$ cat src/rtl/demod_dac_pkg.sv
// Shared definitions for the demod DAC output mux: register map, CTRL field
// positions, the test-tone source code and the saturating gain shift.
package demod_dac_pkg;

   localparam int unsigned SRC_SLOTS      = 16;
   localparam int unsigned DECIM_W        = 16;

   // addr[2] selects the word within a channel's 8-byte slot
   localparam logic        CTRL_WORD      = 1'b0;
   localparam logic        DECIM_WORD     = 1'b1;

   localparam int unsigned CTRL_SRC_LSB   = 0;
   localparam int unsigned CTRL_SRC_W     = 4;
   localparam int unsigned CTRL_SHIFT_LSB = 8;
   localparam int unsigned CTRL_SHIFT_W   = 3;
   localparam int unsigned CTRL_OB_BIT    = 12;
   localparam int unsigned CTRL_EN_BIT    = 31;

   localparam logic [3:0]  TEST_TONE_SRC  = 4'd15;

   // Arithmetic left shift, then clamp to the signed range of a w-bit sample
   function automatic logic signed [63:0] sat_shift(input logic signed [63:0] x,
                                                    input logic [2:0]         sh,
                                                    input int unsigned        w);
      logic signed [63:0] y;
      logic signed [63:0] hi;
      logic signed [63:0] lo;
      y  = x <<< sh;
      hi = (64'sd1 <<< (w - 1)) - 64'sd1;
      lo = -(64'sd1 <<< (w - 1));
      if (y > hi) begin
         return hi;
      end else if (y < lo) begin
         return lo;
      end
      return y;
   endfunction

endpackage

$ cat src/rtl/dac_output_channel.sv
// One DAC channel: CTRL/DECIM registers, source select, gain/saturation,
// decimation and the registered DAC sample/strobe.
module dac_output_channel
   import demod_dac_pkg::*;
#(
   parameter int unsigned WIDTH = 18
) (
   input  logic                       clk,
   input  logic                       reset,
   input  logic [3:0]                 wr_ctrl_i,
   input  logic [3:0]                 wr_decim_i,
   input  logic [15:0]                wdata_lo_i,
   input  logic                       wdata_en_i,
   input  logic [SRC_SLOTS*WIDTH-1:0] src_data_i,
   input  logic [SRC_SLOTS-1:0]       src_sync_i,
   output logic [31:0]                ctrl_o,
   output logic [DECIM_W-1:0]         decim_o,
   output logic [WIDTH-1:0]           dac_data_o,
   output logic                       dac_sync_o
);

   localparam logic [WIDTH-1:0] MSB = {1'b1, {(WIDTH-1){1'b0}}};

   logic [CTRL_SRC_W-1:0]   src_q, src_d;
   logic [CTRL_SHIFT_W-1:0] shift_q, shift_d;
   logic                    ob_q, ob_d;
   logic                    en_q, en_d;
   logic [DECIM_W-1:0]      decim_q, decim_d;
   logic [DECIM_W-1:0]      cnt_q, cnt_d;
   logic [WIDTH-1:0]        s1_data_q, s1_data_d;
   logic                    s1_sync_q, s1_sync_d;
   logic [WIDTH-1:0]        s2_data_q, s2_data_d;
   logic                    s2_pass_q, s2_pass_d;
   logic [WIDTH-1:0]        dac_data_q, dac_data_d;
   logic                    dac_sync_q, dac_sync_d;
   logic                    reg_wr_c;
   logic [WIDTH-1:0]        shaped_c;

   always_comb begin
      src_d      = src_q;
      shift_d    = shift_q;
      ob_d       = ob_q;
      en_d       = en_q;
      decim_d    = decim_q;
      cnt_d      = cnt_q;
      s2_pass_d  = 1'b0;
      dac_data_d = dac_data_q;
      dac_sync_d = 1'b0;
      reg_wr_c   = |{wr_ctrl_i, wr_decim_i};

      if (wr_ctrl_i[0]) src_d = wdata_lo_i[CTRL_SRC_LSB +: CTRL_SRC_W];
      if (wr_ctrl_i[1]) begin
         shift_d = wdata_lo_i[CTRL_SHIFT_LSB +: CTRL_SHIFT_W];
         ob_d    = wdata_lo_i[CTRL_OB_BIT];
      end
      if (wr_ctrl_i[3])  en_d          = wdata_en_i;
      if (wr_decim_i[0]) decim_d[7:0]  = wdata_lo_i[7:0];
      if (wr_decim_i[1]) decim_d[15:8] = wdata_lo_i[15:8];

      s1_data_d = src_data_i[32'(src_q)*WIDTH +: WIDTH];
      s1_sync_d = src_sync_i[src_q];

      shaped_c  = WIDTH'(sat_shift(64'($signed(s1_data_q)), shift_q, WIDTH));
      s2_data_d = shaped_c ^ (ob_q ? MSB : '0);

      // A register write restarts decimation and swallows a coincident sync
      if (!en_q || reg_wr_c) begin
         cnt_d = '0;
      end else if (s1_sync_q) begin
         if (cnt_q == decim_q) begin
            s2_pass_d = 1'b1;
            cnt_d     = '0;
         end else begin
            cnt_d = cnt_q + DECIM_W'(1);
         end
      end

      if (!en_q) begin
         dac_data_d = ob_q ? MSB : '0;
      end else begin
         dac_sync_d = s2_pass_q;
         if (s2_pass_q) dac_data_d = s2_data_q;
      end
   end

   always_ff @(posedge clk or posedge reset) begin
      if (reset) begin
         src_q      <= '0;
         shift_q    <= '0;
         ob_q       <= 1'b0;
         en_q       <= 1'b0;
         decim_q    <= '0;
         cnt_q      <= '0;
         s1_data_q  <= '0;
         s1_sync_q  <= 1'b0;
         s2_data_q  <= '0;
         s2_pass_q  <= 1'b0;
         dac_data_q <= '0;
         dac_sync_q <= 1'b0;
      end else begin
         src_q      <= src_d;
         shift_q    <= shift_d;
         ob_q       <= ob_d;
         en_q       <= en_d;
         decim_q    <= decim_d;
         cnt_q      <= cnt_d;
         s1_data_q  <= s1_data_d;
         s1_sync_q  <= s1_sync_d;
         s2_data_q  <= s2_data_d;
         s2_pass_q  <= s2_pass_d;
         dac_data_q <= dac_data_d;
         dac_sync_q <= dac_sync_d;
      end
   end

   always_comb begin
      ctrl_o = '0;
      ctrl_o[CTRL_SRC_LSB +: CTRL_SRC_W]     = src_q;
      ctrl_o[CTRL_SHIFT_LSB +: CTRL_SHIFT_W] = shift_q;
      ctrl_o[CTRL_OB_BIT]                    = ob_q;
      ctrl_o[CTRL_EN_BIT]                    = en_q;
   end

   assign decim_o    = decim_q;
   assign dac_data_o = dac_data_q;
   assign dac_sync_o = dac_sync_q;

endmodule

$ cat src/rtl/demod_dac_output_mux.sv
// Demod DAC output mux: register decode, read-back OR-tree and NUM_DAC channels.
// Build option DAC_TEST_TONE_EN adds a sawtooth test tone selectable as source 15.
module demod_dac_output_mux
   import demod_dac_pkg::*;
#(
   parameter int unsigned NUM_DAC   = 3,
   parameter int unsigned NUM_SRC   = 8,
   parameter int unsigned WIDTH     = 18,
   parameter logic [11:0] ADDR_BASE = 12'h100
) (
   input  logic                       clk,
   input  logic                       reset,
   input  logic                       rd,
   input  logic                       wr0,
   input  logic                       wr1,
   input  logic                       wr2,
   input  logic                       wr3,
   input  logic [11:0]                addr,
   input  logic [31:0]                din,
   output logic [31:0]                dout,
   input  logic [NUM_SRC*WIDTH-1:0]   srcData,
   input  logic [NUM_SRC-1:0]         srcSync,
   output logic [NUM_DAC*WIDTH-1:0]   dacData,
   output logic [NUM_DAC-1:0]         dacSync
);

   logic                       hit_c;
   logic [1:0]                 ch_c;
   logic                       reg_c;
   logic [3:0]                 wr_be_c;
   logic [SRC_SLOTS*WIDTH-1:0] slot_data;
   logic [SRC_SLOTS-1:0]       slot_sync;
   logic [31:0]                ctrl_rd [NUM_DAC];
   logic [DECIM_W-1:0]         decim_rd [NUM_DAC];
   logic                       unused_bits_c;

   assign hit_c         = (addr[11:5] == ADDR_BASE[11:5]);
   assign ch_c          = addr[4:3];
   assign reg_c         = addr[2];
   assign wr_be_c       = {wr3, wr2, wr1, wr0};
   assign unused_bits_c = ^{din[30:16], addr[1:0]};

`ifdef DAC_TEST_TONE_EN
   logic [WIDTH-1:0] tone_q;

   always_ff @(posedge clk or posedge reset) begin
      if (reset) tone_q <= '0;
      else       tone_q <= tone_q + WIDTH'(1);
   end
`endif

   // Expand sources into a fixed 16-slot table; unused slots never sync
   for (genvar k = 0; k < SRC_SLOTS; k++) begin : g_slot
      if (k < NUM_SRC) begin : g_src
         assign slot_data[k*WIDTH +: WIDTH] = srcData[k*WIDTH +: WIDTH];
         assign slot_sync[k]                = srcSync[k];
      end
`ifdef DAC_TEST_TONE_EN
      else if (k == 32'(TEST_TONE_SRC)) begin : g_tone
         assign slot_data[k*WIDTH +: WIDTH] = tone_q;
         assign slot_sync[k]                = 1'b1;
      end
`endif
      else begin : g_none
         assign slot_data[k*WIDTH +: WIDTH] = '0;
         assign slot_sync[k]                = 1'b0;
      end
   end

   for (genvar c = 0; c < NUM_DAC; c++) begin : g_ch
      logic sel_c;
      assign sel_c = hit_c && (ch_c == 2'(c));

      dac_output_channel #(.WIDTH(WIDTH)) u_ch (
         .clk        (clk),
         .reset      (reset),
         .wr_ctrl_i  ((sel_c && reg_c == CTRL_WORD)  ? wr_be_c : 4'b0),
         .wr_decim_i ((sel_c && reg_c == DECIM_WORD) ? wr_be_c : 4'b0),
         .wdata_lo_i (din[15:0]),
         .wdata_en_i (din[CTRL_EN_BIT]),
         .src_data_i (slot_data),
         .src_sync_i (slot_sync),
         .ctrl_o     (ctrl_rd[c]),
         .decim_o    (decim_rd[c]),
         .dac_data_o (dacData[c*WIDTH +: WIDTH]),
         .dac_sync_o (dacSync[c])
      );
   end

   always_comb begin
      dout = '0;
      if (rd && hit_c) begin
         for (int unsigned c = 0; c < NUM_DAC; c++) begin
            if (ch_c == 2'(c)) dout |= (reg_c == DECIM_WORD) ? 32'(decim_rd[c]) : ctrl_rd[c];
         end
      end
   end

endmodule

$ cat config.mk
export PLATFORM = sky130hd
export DESIGN_NAME = demod_dac_output_mux
export DESIGN_NICKNAME = d
export VERILOG_FILES = /design/src/rtl/demod_dac_pkg.sv /design/src/rtl/dac_output_channel.sv /design/src/rtl/demod_dac_output_mux.sv
export SDC_FILE = /design/constraint.sdc
export NUM_CORES = 1
export LEC_CHECK = 0
export CAP_MARGIN = 0
export CORE_UTILIZATION = 30
export CTS_CLUSTER_SIZE = 14
export DETAILED_ROUTE_END_ITERATION = 10
export GPL_TIMING_DRIVEN = 0
export RECOVER_POWER = 100
export REMOVE_ABC_BUFFERS = 1
export SLEW_MARGIN = 25
export SYNTH_ARGS = -nofsm -noshare
export SYNTH_HDL_FRONTEND = slang
export SYNTH_SLANG_ARGS = --single-unit
$ cat constraint.sdc
create_clock -name clk -period 12.65 [get_ports clk]
set_clock_uncertainty 0.05 [all_clocks]
set_input_delay 2.53 -clock clk [delete_from_list [all_inputs] [get_ports clk]]
set_output_delay 2.53 -clock clk [all_outputs]
set_load 0.1 [all_outputs]
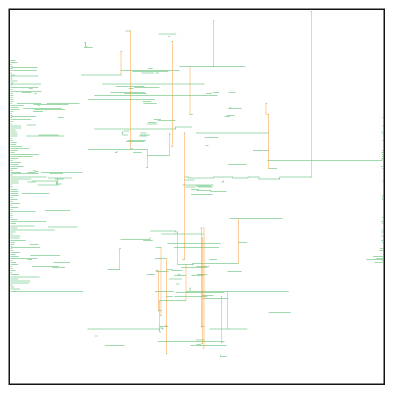
Figure 1: metal layers overlaid.
Scale: 1.5 px per µm. Two of the layers only.
- green: met3 (wire length 2970 µm)
- orange: met4 (wire length 1010 µm)

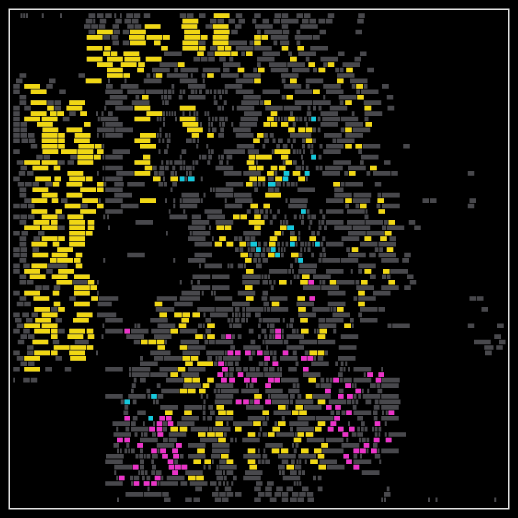
Figure 2: selected gate families.
Scale: 2 px per µm.
- cyan: AND-OR and OR-AND gates (cells 20)
- magenta: XOR/XNOR gates (cells 88; where bottom centre)
- yellow: multiplexers (cells 391)

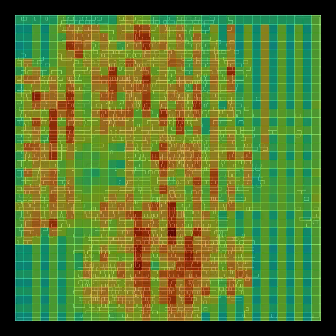
Figure 3: congestion heat map.
overall fraction of global-route tracks in use: 17.4%
met2 demand-to-capacity share in global routing: 28.5%

==> flow_summary.toml <==
# physical design summary
[sta]
slew_viol_final = 227
final-hold-violation-count = 0
report.final.setup_viol = 0
fin_crit_ps = 10140
setup_tns_ps = 0
worst-slew-pin-transition_ps = 4920
slew_headroom_pct = -228
setup_ws_ps = 2510
min_period_over_period_pct = 80.2
maxClockFrequency_mhz = 98.6
setup_repair_after_global_routing_missed_its_margin = "no"

[worst_setup_path]
critPathCapture = "dout[8]"
worstPathCellList = "dlygate4sd3_1, nor2b_1, a221oi_1, a211oi_1, dlygate4sd3_1"
worst_r2r_startpoint = "g_ch[1].u_ch.shift_q[2]$_DFFE_PP0P_"
crit_path_top_delay_cell = "sky130_fd_sc_hd__nor2b_1"
reg2regPathDepth = 5
critPathRequiredTime_ps = 10070
worst_r2r_endpoint = "g_ch[1].u_ch.s2_data_q[9]$_DFF_PP0_"
worst-setup-path-type = "primary input to output port"
worst_path_largest_cell_delay_ps = 1690
worstPathArrival_ps = 7560
crit_path_end_kind = "output port"
worst_path_most_repeated_cell = "sky130_fd_sc_hd__dlygate4sd3_1"
r2r_slack_ps = 9010
cp_launch_type = "primary input"
crit_fanout = 27

[grt]
pin_count_of_the_biggest_net_entering_global_routing = 101
antenna_found_initial = 0
grt_busiest_layer = "met2"
final_global_route_overflow_total = 0
first_pass_grt_wire_length_mm = 85.0
globalRouteMet1Util_pct = 24.5
met3_usage_pct = 2.15

[run_status]
status = "complete, but fails checks"
failed_checks = "capacitance limit, slew limit"

[final_layout]
mostFrequentLayoutCells = "281 x sky130_fd_sc_hd__dfrtp_1, 164 x sky130_fd_sc_hd__mux2i_1, 162 x sky130_fd_sc_hd__clkdlybuf4s50_1, 136 x sky130_fd_sc_hd__nor2_1, 132 x sky130_fd_sc_hd__mux4_2"
n_antenna_cell = 0
layout.nets = 1993
final_cell_area_um2 = 22500
cell_count_final_fillers_out = 2593
post_route_cells_drive_above_1_share_pct = 16.2
area_growth_pct = 23.1
mostFrequentLayoutCell = "sky130_fd_sc_hd__dfrtp_1"

[worst_hold_path]
min_delay_path_depth = 1
worst_hold_startpoint = "g_ch[0].u_ch.ob_q$_DFFE_PP0P_"
whs_endpoint = "g_ch[0].u_ch.s2_data_q[17]$_DFF_PP0_"
timing.hold.worst.class = "register to register"

[routing]
m1WireLength_mm = 24.8
route.detailed.vias_per_inst = 5.29
wl_mm = 54.2
met3RoutedLength_mm = 2.97
via_total_after_detailed_routing = 13700
dr.first_iter.drc_count = 944
first_pass_iters = 5
route.detailed.drc = 0
wire_per_inst_um = 20.9
detailroute.wirelength.met2_mm = 25.5
route.antenna.remaining_nets = 0
top_signal_layer_used = "met4"

[job]
warnings = 44
maxCapViolCount = 4

[logic_synthesis]
basic_gates_by_area_pct = 13.1
syn-instance-count = 1608
ys_seq_share_pct = 40.2
flop_and_latch_count_out_of_synthesis = 294
xor_area_share_pct = 4.21
ff_type = "sky130_fd_sc_hd__dfrtp_1"
post_synth_num_cell_types = 74
ys_top_logic_family = "multiplexers"
synth.mux.area_fraction_pct = 31.1
netlist_area_um2 = 18300
cell_total_in_the_yosys_stat_output = 1608
synth-adder-area-share_pct = 0.205
yosys_warnings = 0
syn_area_per_cell_um2 = 11.4
number_of_synthesized_flops_with_an_enable_pin = 0
asyncSetResetFlopFracSynth_pct = 100

[placed_design]
post-dp-hpwl_mm = 41.5
portBuffers = 259
placement.cell_area_um2 = 21600
gp_congestion = 0.886
worst_setup_slack_post_dpl_ps = 3790
placed_cells_incl_taps = 2536

[pwr]
switching_share_pct = 25.1
cellInternalPower_uw = 1670
combinationalPower_uw = 269
p_per_area_nw_per_um2 = 98.9
clk-power_uw = 961
share_comb_of_total_power_pct = 12.1
sequential_power_share_pct = 44.8
clockPowerShare_pct = 43.1
total_power_uw = 2230
pg_seq_uw = 998
netSwitchingPower_uw = 560
p_leak_uw = 0.00890
vdd.ir_drop.worst_uv = 104

[clock_tree]
clock_latency_ps = 580
cts.root.buffer_cell = "sky130_fd_sc_hd__clkbuf_16"
cts_hold_buffers = 0
cts.sink_count = 294
h-tree-depth = 1
cts-resized-gates = 0
cts-buffers-inserted = 30
clock_tree_from_tritoncts = "done"
clkTransAtPathRegs_ps = 70
cts_max_path_buffers = 3

[floorplanning]
die_y_um = 249
floorplan.core_util_pct = 30.3
num_rows = 90
io_pins = 292
core_area_um2 = 60400
chip_area_um2 = 62000
floorplan.die.width_um = 249
==> critical path: cells and delay by family <==
family,cells,cell delay [ps]
buf+inv,2,2370
simple gates,1,1690
compound gates,2,960
==> state kept, by name, indices dropped and copies added (netlist names), 9 cells and up <==
name,flops
g_ch.u_ch.s2_data_q,54
g_ch.u_ch.dac_data_o,54
g_ch.u_ch.decim_o,48
g_ch.u_ch.src_q,12
g_ch.u_ch.shift_q,9
g_ch.u_ch.s1_data_q,54
g_ch.u_ch.cnt_q,48
==> layout make-up <==
| type | instances | area, µm² |
|---|---|---|
| well taps | 782 | 978 |
| clock buffers | 38 | 841 |
| multi-input cells | 1172 | 10200 |
| repair buffers | 272 | 2800 |
| fillers | 5862 | 37800 |
| clock inverters | 18 | 244 |
| flip-flops and latches | 294 | 7380 |
| inverters | 17 | 65.1 |
==> cells in the mapped netlist (7+ instances only) <==
| library cell | n | area, µm² |
|---|---|---|
| sky130_fd_sc_hd__dfrtp_1 | 294 | 7360 |
| sky130_fd_sc_hd__mux2i_1 | 164 | 1640 |
| sky130_fd_sc_hd__nor2_1 | 136 | 510 |
| sky130_fd_sc_hd__mux4_2 | 132 | 2970 |
| sky130_fd_sc_hd__nand2_1 | 102 | 383 |
| sky130_fd_sc_hd__a21oi_1 | 69 | 345 |
| sky130_fd_sc_hd__mux2_2 | 68 | 766 |
| sky130_fd_sc_hd__clkbuf_1 | 64 | 240 |
| sky130_fd_sc_hd__nor2b_1 | 63 | 394 |
| sky130_fd_sc_hd__xor2_1 | 49 | 429 |
| sky130_fd_sc_hd__buf_2 | 39 | 195 |
| sky130_fd_sc_hd__nand3_1 | 39 | 195 |
| sky130_fd_sc_hd__xnor2_1 | 39 | 342 |
| sky130_fd_sc_hd__o21ai_0 | 32 | 160 |
| sky130_fd_sc_hd__nand4_1 | 29 | 181 |
| sky130_fd_sc_hd__mux2_1 | 27 | 304 |
| sky130_fd_sc_hd__buf_4 | 24 | 180 |
| sky130_fd_sc_hd__nor4_1 | 19 | 119 |
| sky130_fd_sc_hd__a211oi_1 | 17 | 128 |
| sky130_fd_sc_hd__nor3_1 | 16 | 80.1 |
| sky130_fd_sc_hd__inv_1 | 14 | 52.6 |
| sky130_fd_sc_hd__nand2b_1 | 13 | 81.3 |
| sky130_fd_sc_hd__o21ai_1 | 12 | 60.1 |
| sky130_fd_sc_hd__o211ai_1 | 10 | 75.1 |
| sky130_fd_sc_hd__a21o_1 | 9 | 67.6 |
| sky130_fd_sc_hd__buf_1 | 9 | 33.8 |
| sky130_fd_sc_hd__and2_1 | 8 | 50.1 |
| sky130_fd_sc_hd__a221oi_1 | 7 | 61.3 |
| sky130_fd_sc_hd__a31oi_1 | 7 | 43.8 |
| sky130_fd_sc_hd__and3_1 | 7 | 43.8 |
==> through the flow <==
step | hold WS, ps | utilization, %
floorplan | 421 | -
global placement | 443 | 35.2
detailed placement | 460 | 35.7
CTS | 472 | 37.5
global route | 485 | 37.3
finish | 465 | 37.3
==> logic make-up after synthesis <==
kind of cell               count (synthesis)
adders and majority gates                  3
other                                      1
muxes                                    391
and+or+nand+nor                          473
DFF                                      294
xor gates and xnor gates                  88
AOI/OAI and AO/OA                        202
buffers and inverters                    156
